`config.mk`:
```
export PLATFORM = sky130hd
export DESIGN_NAME = add_seq_cal
export DESIGN_NICKNAME = d
export VERILOG_FILES = /design/src/rtl/add_seq_pkg.sv /design/src/rtl/add_seq_cal_slice16.sv /design/src/rtl/add_seq_cal.sv
export SDC_FILE = /design/constraint.sdc
export NUM_CORES = 1
export LEC_CHECK = 0
export ABC_AREA = 1
export ABC_CLOCK_PERIOD_IN_PS = 3700
export CAP_MARGIN = 25
export CORE_ASPECT_RATIO = 1.2
export CORE_MARGIN = 4
export CORE_UTILIZATION = 51
export DETAILED_ROUTE_END_ITERATION = 16
export HOLD_SLACK_MARGIN = 0.06
export PLACE_DENSITY = 0.92
export SLEW_MARGIN = 10
export SYNTH_ARGS = -nofsm -noshare
export SYNTH_HDL_FRONTEND = slang
export SYNTH_SLANG_ARGS = --single-unit
```
`constraint.sdc`:
```
create_clock -name clk -period 3.7 [get_ports clk]
set_input_delay 0.555 -clock clk [delete_from_list [all_inputs] [get_ports clk]]
set_output_delay 0.555 -clock clk [all_outputs]
set_load 0.02 [all_outputs]
```
`src/rtl/add_seq_pkg.sv`:
```
// rtl/add_seq_pkg.sv - shared limb width, sequencer states and opcode constants
package add_seq_pkg;

  localparam int LIMB_W = 16;

  typedef enum logic [1:0] {
    IDLE = 2'd0,
    RUN  = 2'd1,
    DONE = 2'd2
  } state_e;

  localparam logic OP_ADD = 1'b0;
  localparam logic OP_SUB = 1'b1;

endpackage

```
`src/rtl/add_seq_cal_slice16.sv`:
```
// rtl/add_seq_cal_slice16.sv - combinational 16-bit CLA slice (four 4-bit lookahead groups)
module cal_slice16
  import add_seq_pkg::*;
(
  input  logic [LIMB_W-1:0] a,
  input  logic [LIMB_W-1:0] b,
  input  logic              ci,
  output logic [LIMB_W-1:0] s,
  output logic              co,
  output logic              c15
);

  logic [LIMB_W-1:0] p;
  logic [LIMB_W-1:0] g;
  logic [3:0]        gp;
  logic [3:0]        gg;
  logic [4:0]        gc;
  logic [LIMB_W:0]   c;
  logic [3:0]        pp;
  logic [3:0]        g4;

  assign p = a ^ b;
  assign g = a & b;

  always_comb begin
    gp = '0;
    gg = '0;
    gc = '0;
    c  = '0;
    pp = '0;
    g4 = '0;
    for (int i = 0; i < 4; i++) begin
      pp    = p[4*i +: 4];
      g4    = g[4*i +: 4];
      gp[i] = &pp;
      gg[i] = g4[3] | (pp[3] & g4[2]) | (pp[3] & pp[2] & g4[1]) |
              (pp[3] & pp[2] & pp[1] & g4[0]);
    end
    // Second-level lookahead: group carries come straight from ci
    gc[0] = ci;
    gc[1] = gg[0] | (gp[0] & ci);
    gc[2] = gg[1] | (gp[1] & gg[0]) | (gp[1] & gp[0] & ci);
    gc[3] = gg[2] | (gp[2] & gg[1]) | (gp[2] & gp[1] & gg[0]) |
            (gp[2] & gp[1] & gp[0] & ci);
    gc[4] = gg[3] | (gp[3] & gg[2]) | (gp[3] & gp[2] & gg[1]) |
            (gp[3] & gp[2] & gp[1] & gg[0]) | (gp[3] & gp[2] & gp[1] & gp[0] & ci);
    for (int i = 0; i < 4; i++) begin
      pp         = p[4*i +: 4];
      g4         = g[4*i +: 4];
      c[4*i]     = gc[i];
      c[4*i + 1] = g4[0] | (pp[0] & gc[i]);
      c[4*i + 2] = g4[1] | (pp[1] & g4[0]) | (pp[1] & pp[0] & gc[i]);
      c[4*i + 3] = g4[2] | (pp[2] & g4[1]) | (pp[2] & pp[1] & g4[0]) |
                   (pp[2] & pp[1] & pp[0] & gc[i]);
    end
    c[LIMB_W] = gc[4];
  end

  assign s   = p ^ c[LIMB_W-1:0];
  assign co  = c[LIMB_W];
  assign c15 = c[LIMB_W-1];

endmodule

```
`src/rtl/add_seq_cal.sv`:
```
// rtl/add_seq_cal.sv - multi-precision add/sub sequencer, one 16-bit limb per cycle
// Optional signed-overflow output ovf enabled by ADD_SEQ_CAL_OVF_EN.
module add_seq_cal
  import add_seq_pkg::*;
#(
  parameter int WORDS = 4
) (
  input  logic                    clk,
  input  logic                    rst_n,
  input  logic                    in_valid,
  output logic                    in_ready,
  input  logic                    op_sub,
  input  logic                    c_in,
  input  logic [LIMB_W*WORDS-1:0] a,
  input  logic [LIMB_W*WORDS-1:0] b,
  output logic                    out_valid,
  input  logic                    out_ready,
  output logic [LIMB_W*WORDS-1:0] sum,
  output logic                    c_out,
`ifdef ADD_SEQ_CAL_OVF_EN
  output logic                    ovf,
`endif
  output logic                    busy
);

  localparam int W     = LIMB_W * WORDS;
  localparam int IDX_W = $clog2(WORDS);

  state_e           state_q, state_d;
  logic [IDX_W-1:0] idx_q, idx_d;
  logic             carry_q, carry_d;
  logic [W-1:0]     a_q, a_d;
  logic [W-1:0]     b_q, b_d;
  logic [W-1:0]     sum_q, sum_d;
  logic             c_out_q, c_out_d;
  logic             ovf_q, ovf_d;

  logic [LIMB_W-1:0] slice_a;
  logic [LIMB_W-1:0] slice_b;
  logic [LIMB_W-1:0] slice_s;
  logic              slice_co;
  logic              slice_c15;

  assign slice_a = a_q[idx_q*LIMB_W +: LIMB_W];
  assign slice_b = b_q[idx_q*LIMB_W +: LIMB_W];

  cal_slice16 u_slice (
    .a   (slice_a),
    .b   (slice_b),
    .ci  (carry_q),
    .s   (slice_s),
    .co  (slice_co),
    .c15 (slice_c15)
  );

  always_comb begin
    state_d = state_q;
    idx_d   = idx_q;
    carry_d = carry_q;
    a_d     = a_q;
    b_d     = b_q;
    sum_d   = sum_q;
    c_out_d = c_out_q;
    ovf_d   = ovf_q;
    case (state_q)
      IDLE: begin
        if (in_valid) begin
          a_d     = a;
          // Subtract is folded into the operands: ~B here, forced carry below
          b_d     = (op_sub == OP_SUB) ? ~b : b;
          carry_d = (op_sub == OP_SUB) ? 1'b1 : c_in;
          idx_d   = '0;
          state_d = RUN;
        end
      end
      RUN: begin
        sum_d[idx_q*LIMB_W +: LIMB_W] = slice_s;
        carry_d = slice_co;
        idx_d   = idx_q + IDX_W'(1);
        if (idx_q == IDX_W'(WORDS - 1)) begin
          c_out_d = slice_co;
          ovf_d   = slice_co ^ slice_c15;
          state_d = DONE;
        end
      end
      DONE: begin
        if (out_ready) state_d = IDLE;
      end
      default: state_d = IDLE;
    endcase
  end

  always_ff @(posedge clk) begin
    if (!rst_n) begin
      state_q <= IDLE;
      idx_q   <= '0;
      carry_q <= 1'b0;
      a_q     <= '0;
      b_q     <= '0;
      sum_q   <= '0;
      c_out_q <= 1'b0;
      ovf_q   <= 1'b0;
    end else begin
      state_q <= state_d;
      idx_q   <= idx_d;
      carry_q <= carry_d;
      a_q     <= a_d;
      b_q     <= b_d;
      sum_q   <= sum_d;
      c_out_q <= c_out_d;
      ovf_q   <= ovf_d;
    end
  end

  assign in_ready  = (state_q == IDLE);
  assign out_valid = (state_q == DONE);
  assign busy      = (state_q != IDLE);
  assign sum       = sum_q;
  assign c_out     = c_out_q;

`ifdef ADD_SEQ_CAL_OVF_EN
  assign ovf = ovf_q;
`else
  logic unused_ovf;
  assign unused_ovf = ovf_q ^ slice_c15;
`endif

endmodule
```
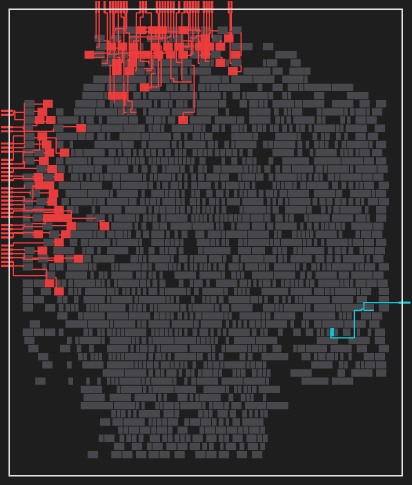
*Wires at chosen ports, followed through buffers*
Drawn at 3 px/um.
b -> red  # bits 64, direction input, edge 33 top, 31 left, end cells 64, buffers 64, wire 1200 um
out_ready -> cyan  # bits 1, direction input, edge right, end cells 1, buffers 1, wire 40.4 um

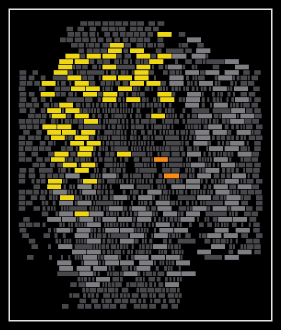
*Sequential cells grouped by signal name*
Drawn at 2 px/um. Other sequential cells in the stronger grey, the rest of the logic in the fainter grey.
b_q -> yellow  # sequential cells 64
idx_q -> orange  # sequential cells 2
not coloured = 132
Util after Layout: 67.1%
seq pwr: 2.37 mW

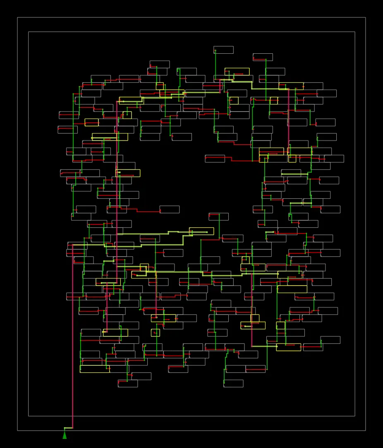
*Clock nets*
registers: 198
TritonCTS buffer count: 17
# clk buffers: 18
clk pwr: 1.89 mW
Insertion Delay late pin: 0.44 ns

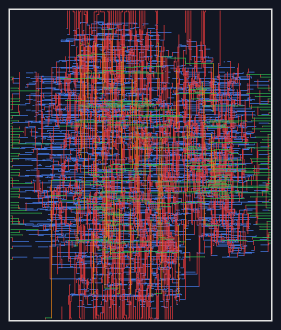
*Routed metal, one colour a layer*
Drawn at 2 px/um.
M4 -> orange  # wire length 1450 um
M3 -> green  # wire length 2260 um
M2 -> red  # wire length 12600 um
M1 -> blue  # wire length 10500 um

==> reports/results.ini <==
[status]
status = finished clean

[clocking]
clk_path_buf_depth = 2
clkTransAtPathRegs_ns = 0.07
cts_htree_levels = 4

[synthesis]
ys_warn_count = 0
ys_sh_adder_pct = 3.87
synth.avg_cell_area_sq_um = 7.62
yosysCellCount = 1205

[placed_design]
dp_cells = 1550

[global_route]
grt_use_met3_pct = 4.74

[setup_path]
cp_num_buf_inv = 2
r2r_start = idx_q[0]
critPathKind = reg2reg

[route]
drt_pass1_iterations = 5
m1WireLength_mm = 10.5
antenna_left = 0
routed_via_density = 5.63
drtIter0Drc = 1149

[die]
num_rows = 53
dieArea_sq_mm = 0.0202
die_y_um = 155

[pwr]
cellInternalPower_mw = 3.81
power_leakage_nw = 4.48
p_total_mw = 5.54

[final_timing]
min_period_ns = 3.32

[finish]
layout-drive-gt1-share_pct = 4.48

Power figures rest on the tool's default switching activity, not on a simulated workload.
